===== src/rtl/control_unit.sv =====
// control_unit: sequencer for the 4x4 4-bit image-convolution datapath.
//
// A 4-bit state counter G steps through the convolution sequence. G is decoded
// combinationally into 16 one-hot timing signals T[15:0] that gate the datapath
// micro-operations.
//
// Parameters:
//   BRANCH_STATE  state that tests Q (legal 1..14)
//   LOOP_STATE    state re-entered when Q=0 in BRANCH_STATE (legal 1..BRANCH_STATE)
//
// Ports:
//   clk    in   1   rising-edge clock
//   reset  in   1   synchronous, active-low reset (0 = reset)
//   E      in   1   enable/start, sampled in T0 (and in every state when stalling is built in)
//   Q      in   1   loop-condition flag from the datapath, sampled in BRANCH_STATE
//   T      out  16  one-hot timing signals, T[k] = 1 iff G == k
//
// Build option:
//   CU_STALL_EN  when defined, E=0 in states 1..15 holds G (the run stalls).
//                When undefined, E is ignored outside T0 and a started run always completes.
module control_unit #(
    parameter int unsigned BRANCH_STATE = 7,
    parameter int unsigned LOOP_STATE   = 2
) (
    input  logic        clk,
    input  logic        reset,
    input  logic        E,
    input  logic        Q,
    output logic [15:0] T
);

    // Reject unsupported parameter combinations at elaboration.
    if (BRANCH_STATE < 1 || BRANCH_STATE > 14) begin : gen_bad_branch
        $error("control_unit: BRANCH_STATE must be in 1..14");
    end
    if (LOOP_STATE < 1 || LOOP_STATE > BRANCH_STATE) begin : gen_bad_loop
        $error("control_unit: LOOP_STATE must be in 1..BRANCH_STATE");
    end

    localparam logic [3:0] BranchIdx = 4'(BRANCH_STATE);
    localparam logic [3:0] BranchNxt = 4'(BRANCH_STATE + 1);
    localparam logic [3:0] LoopIdx   = 4'(LOOP_STATE);
    localparam logic [3:0] IdleIdx   = 4'd0;
    localparam logic [3:0] LastIdx   = 4'd15;

    logic [3:0] g_q;
    logic [3:0] g_d;
    logic       advance;

    // Whether a non-idle state may move on this cycle.
`ifdef CU_STALL_EN
    assign advance = E;
`else
    assign advance = 1'b1;
`endif

    always_comb begin
        g_d = g_q;
        if (g_q == IdleIdx) begin
            if (E) begin
                g_d = 4'd1;
            end
        end else if (advance) begin
            if (g_q == LastIdx) begin
                // Explicit wrap: the only place the counter returns to idle.
                g_d = IdleIdx;
            end else if (g_q == BranchIdx) begin
                g_d = Q ? BranchNxt : LoopIdx;
            end else begin
                g_d = g_q + 4'd1;
            end
        end
    end

    always_ff @(posedge clk) begin
        if (!reset) begin
            g_q <= IdleIdx;
        end else begin
            g_q <= g_d;
        end
    end

    // Pure decode of the state register; nothing else drives T.
    assign T = 16'h0001 << g_q;

endmodule


===== config.mk =====
export PLATFORM = sky130hd
export DESIGN_NAME = control_unit
export DESIGN_NICKNAME = d
export VERILOG_FILES = /design/src/rtl/control_unit.sv
export SDC_FILE = /design/constraint.sdc
export NUM_CORES = 1
export LEC_CHECK = 0
export ABC_AREA = 1
export CAP_MARGIN = 5
export CORE_AREA = 2 2 39 41
export DETAILED_ROUTE_END_ITERATION = 12
export DIE_AREA = 0 0 41 43
export GPL_TIMING_DRIVEN = 0
export PLACE_DENSITY = 0.73
export SLEW_MARGIN = 20
export SYNTH_ARGS = -nofsm -noshare
export SYNTH_HDL_FRONTEND = slang
export SYNTH_SLANG_ARGS = --single-unit

===== constraint.sdc =====
create_clock -name clk -period 1.5 [get_ports clk]
set_input_delay 0.225 -clock clk [delete_from_list [all_inputs] [get_ports clk]]
set_output_delay 0.225 -clock clk [all_outputs]
set_load 0.05 [all_outputs]

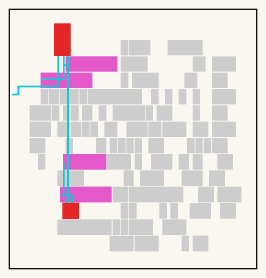
*Routed clock nets over the placement, run 1*
Scale: 6 px per um.
Red is clock drivers, count 3. Cyan is clock wires, length 68.7 um. Magenta is flip-flops, count 4.
There are 4 routed clock nets.
worst skew pair latency: 0.23 ns
Clk pwr share: 27.0%

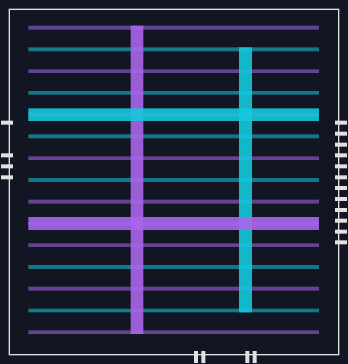
*Supply network, run 1*
Scale: 8 px per um. Pins as bars on the die edge.
Cyan is VDD. Purple is VSS.
15 met1 rails follow the rows. 2 straps on met5. 20 signal pins sit on the boundary. The core has 14 rows.

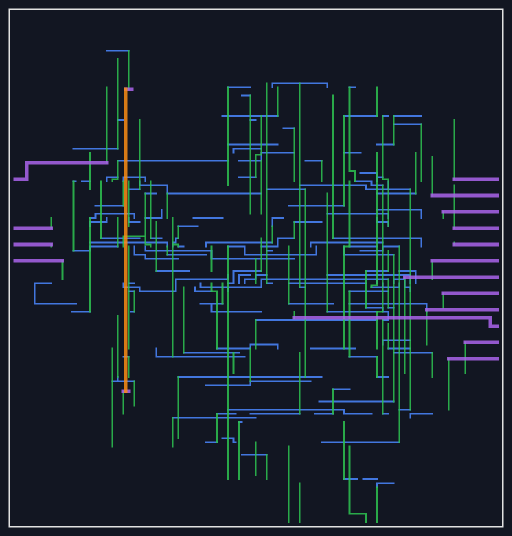
*Wiring by layer, run 1*
Scale: 12 px per um.
Green is metal 2, wire length 516 um. Blue is metal 1, wire length 434 um. Orange is metal 4, wire length 25.2 um. Purple is metal 3, wire length 87.7 um.

==> results.sh, run 1 <==
# source this file to load flow results
export IMPL_outcome="finished, violations left"
export IMPL_violations="setup timing"
export IMPL_seq_power_share_pct=27.2
export IMPL_final_hold_viol_count=0
export IMPL_wl_per_cell_um=9.743
export IMPL_yosys_cell_types_count=15
export IMPL_largest_cell_class="logic gates"
export IMPL_finalPower_w=0.0004849
export IMPL_pg_clk_w=0.000131
export IMPL_clock_cell_area_share_pct=2.932
export IMPL_cts_hold_buffers=0
export IMPL_top_cells_by_area="dfxtp_1 (19%), ha_1 (18%), inv_1 (12%)"
export IMPL_place_ws_ns=-0.5842
export IMPL_met2_usage_pct=21.88
export IMPL_use_met1_pct=14.38
export IMPL_crit_slowest_cell="dfxtp_4"
export IMPL_cpLargestDelayFamily="buffers and inverters"
export IMPL_place_area_um2=671.9
export IMPL_setup_violations=1
export IMPL_rows=14
export IMPL_yosys_area_top_type="dfxtp_1"
export IMPL_powerComb_w=0.000222
export IMPL_share_comb_of_total_power_pct=45.8
export IMPL_vias=483
export IMPL_first_pass_iters=3
export IMPL_clockBufferDepth=2
export IMPL_ff_count=4
export IMPL_drtAntennaViolNets=0
export IMPL_min_to="g_q[1]$_SDFFE_PN0P_"
export IMPL_grt_max_degree=11
export IMPL_fin_ws_ns=-0.01005
export IMPL_fin_crit_sh_pct=100.7
export IMPL_area_combinational_um2=349.1
export IMPL_vdd_drop_max_mv=0.3863
export IMPL_hold_path_class="register to register"
## Run 2: what changed since run 1
--- a/config.mk
+++ b/config.mk
@@ -8,6 +8,7 @@
 export ABC_AREA = 1
 export CAP_MARGIN = 5
 export CORE_AREA = 2 2 39 41
+export CTS_BUF_LIST = sky130_fd_sc_hd__clkbuf_8
 export DETAILED_ROUTE_END_ITERATION = 12
 export DIE_AREA = 0 0 41 43
 export GPL_TIMING_DRIVEN = 0
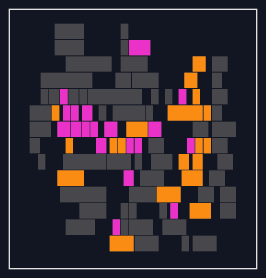
*Selected gate families, run 2*
Scale: 6 px per um.
Magenta is NAND gates, cells 19, most used nand2_1. Orange is NOR gates, cells 19, most used nor2_1.
dominant logic cell type in the layout: nand2_1
fin cells: 108
logic share of the area: 44.12%

==> results.sh, run 2 <==
# source this file to load flow results
export IMPL_crit_slowest_cell="dfxtp_2"
export IMPL_place_ws_ns=-0.5842
export IMPL_crit_path_cell_trace="inv_2 > ha_2 > inv_2 > nor3_4 > buf_6"
export IMPL_critical_path_class="register to primary output"
export IMPL_die_y_um=43
export IMPL_grt_ovfl_total=0
export IMPL_yosys_cell_types_count=15
export IMPL_finalPower_w=0.0005706
export IMPL_setup_violations=0
export IMPL_top_register="g_q"
export IMPL_clock_cell_area_share_pct=5.622
export IMPL_final_area_um2=734.5
export IMPL_wl_per_cell_um=9.241
export IMPL_powerComb_w=0.000212
export IMPL_fin_ws_ns=0.01895
export IMPL_grt_max_degree=11
export IMPL_final_hold_viol_count=0
export IMPL_rows=14
export IMPL_cts_hold_buffers=0
export IMPL_pwr_share_clk_pct=39.4
export IMPL_use_met1_pct=14.42
export IMPL_drtAntennaViolNets=0
export IMPL_area_combinational_um2=324.1
export IMPL_outcome="finished, final reports clean"
export IMPL_met2_usage_pct=22.19
export IMPL_first_pass_iters=2
export IMPL_clk_latency_ns=0.22
export IMPL_largest_cell_class="logic gates"
export IMPL_vdd_drop_max_mv=0.6255
export IMPL_min_to="g_q[1]$_SDFFE_PN0P_"
export IMPL_ff_count=4
export IMPL_yosys_area_top_type="dfxtp_1"
export IMPL_fin_crit_sh_pct=98.74
export IMPL_fillerInstances=146
export IMPL_pg_clk_w=0.000225
export IMPL_final_cell_mix="nand2_1 (11), inv_1 (10), buf_4 (10)"
export IMPL_share_comb_of_total_power_pct=37.1
export IMPL_top_cells_by_area="dfxtp_1 (19%), ha_1 (18%), inv_1 (12%)"
export IMPL_vias=476
export IMPL_cpLargestDelayFamily="flip-flops"
export IMPL_clockBufferDepth=2
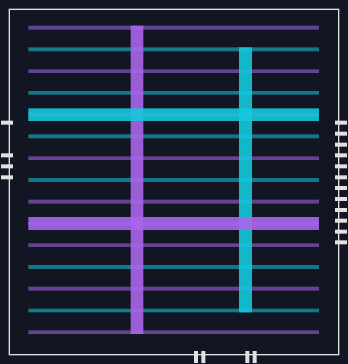
*Supply network, run 2*
Scale: 8 px per um. Pins as bars on the die edge.
Cyan is VDD. Purple is VSS.
2 straps on met5. 15 met1 rails follow the rows. The core has 14 rows.

## Run 3: what changed since run 2
--- a/config.mk
+++ b/config.mk
@@ -6,7 +6,7 @@
 export NUM_CORES = 1
 export LEC_CHECK = 0
 export ABC_AREA = 1
-export CAP_MARGIN = 5
+export CAP_MARGIN = 20
 export CORE_AREA = 2 2 39 41
 export CTS_BUF_LIST = sky130_fd_sc_hd__clkbuf_8
 export DETAILED_ROUTE_END_ITERATION = 12
==> constraint.sdc (replaced) <==
create_clock -name clk -period 1.9 [get_ports clk]
set_input_delay 0.285 -clock clk [delete_from_list [all_inputs] [get_ports clk]]
set_output_delay 0.285 -clock clk [all_outputs]
set_load 0.05 [all_outputs]
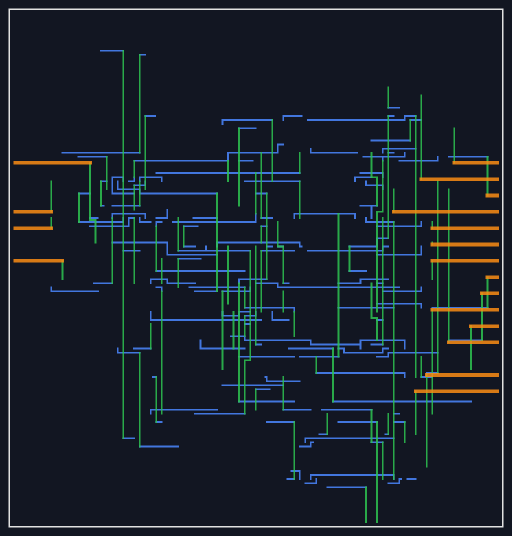
*Wiring by layer, run 3*
Scale: 12 px per um.
Orange is metal 3, wire length 78.0 um. Blue is metal 1, wire length 432 um. Green is metal 2, wire length 445 um.

==> results.sh, run 3 <==
# source this file to load flow results
export IMPL_outcome="finished, final reports clean"
export IMPL_wl_per_cell_um=9.086
export IMPL_vdd_drop_max_mv=0.5052
export IMPL_sh_comb_area_pct=45.42
export IMPL_powerComb_w=0.000148
export IMPL_rows=14
export IMPL_place_area_um2=651.9
export IMPL_clockBufferDepth=2
export IMPL_final_area_um2=628.1
export IMPL_grt_max_degree=11
export IMPL_fin_crit_sh_pct=94.54
export IMPL_crit_path_cell_trace="inv_1 > ha_1 > inv_1 > nor2_1 > dlygate4sd2_1"
export IMPL_critical_path_class="register to primary output"
export IMPL_drtAntennaViolNets=0
export IMPL_largest_cell_class="logic gates"
export IMPL_pg_clk_w=0.000175
export IMPL_clk_latency_ns=0.21
export IMPL_met2_usage_pct=21.88
export IMPL_ff_count=4
export IMPL_final_hold_viol_count=0
export IMPL_min_to="g_q[1]$_SDFFE_PN0P_"
export IMPL_place_ws_ns=-0.2320
export IMPL_top_cells_by_area="dfxtp_1 (19%), ha_1 (18%), inv_1 (12%)"
export IMPL_top_register="g_q"
export IMPL_clock_cell_area_share_pct=6.574
export IMPL_setup_violations=0
export IMPL_final_cell_mix="inv_1 (14), nor2_1 (12), nand2_1 (11)"
export IMPL_yosys_area_top_type="dfxtp_1"
export IMPL_vias=448
export IMPL_mostFrequentLayoutCell="inv_1"
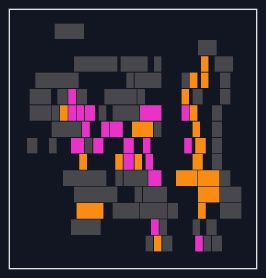
*Selected gate families, run 3*
Scale: 6 px per um.
Orange is NOR gates, cells 19, most used nor2_1. Magenta is NAND gates, cells 19, most used nand2_1.

Power figures rest on the tool's default switching activity, not on a simulated workload.
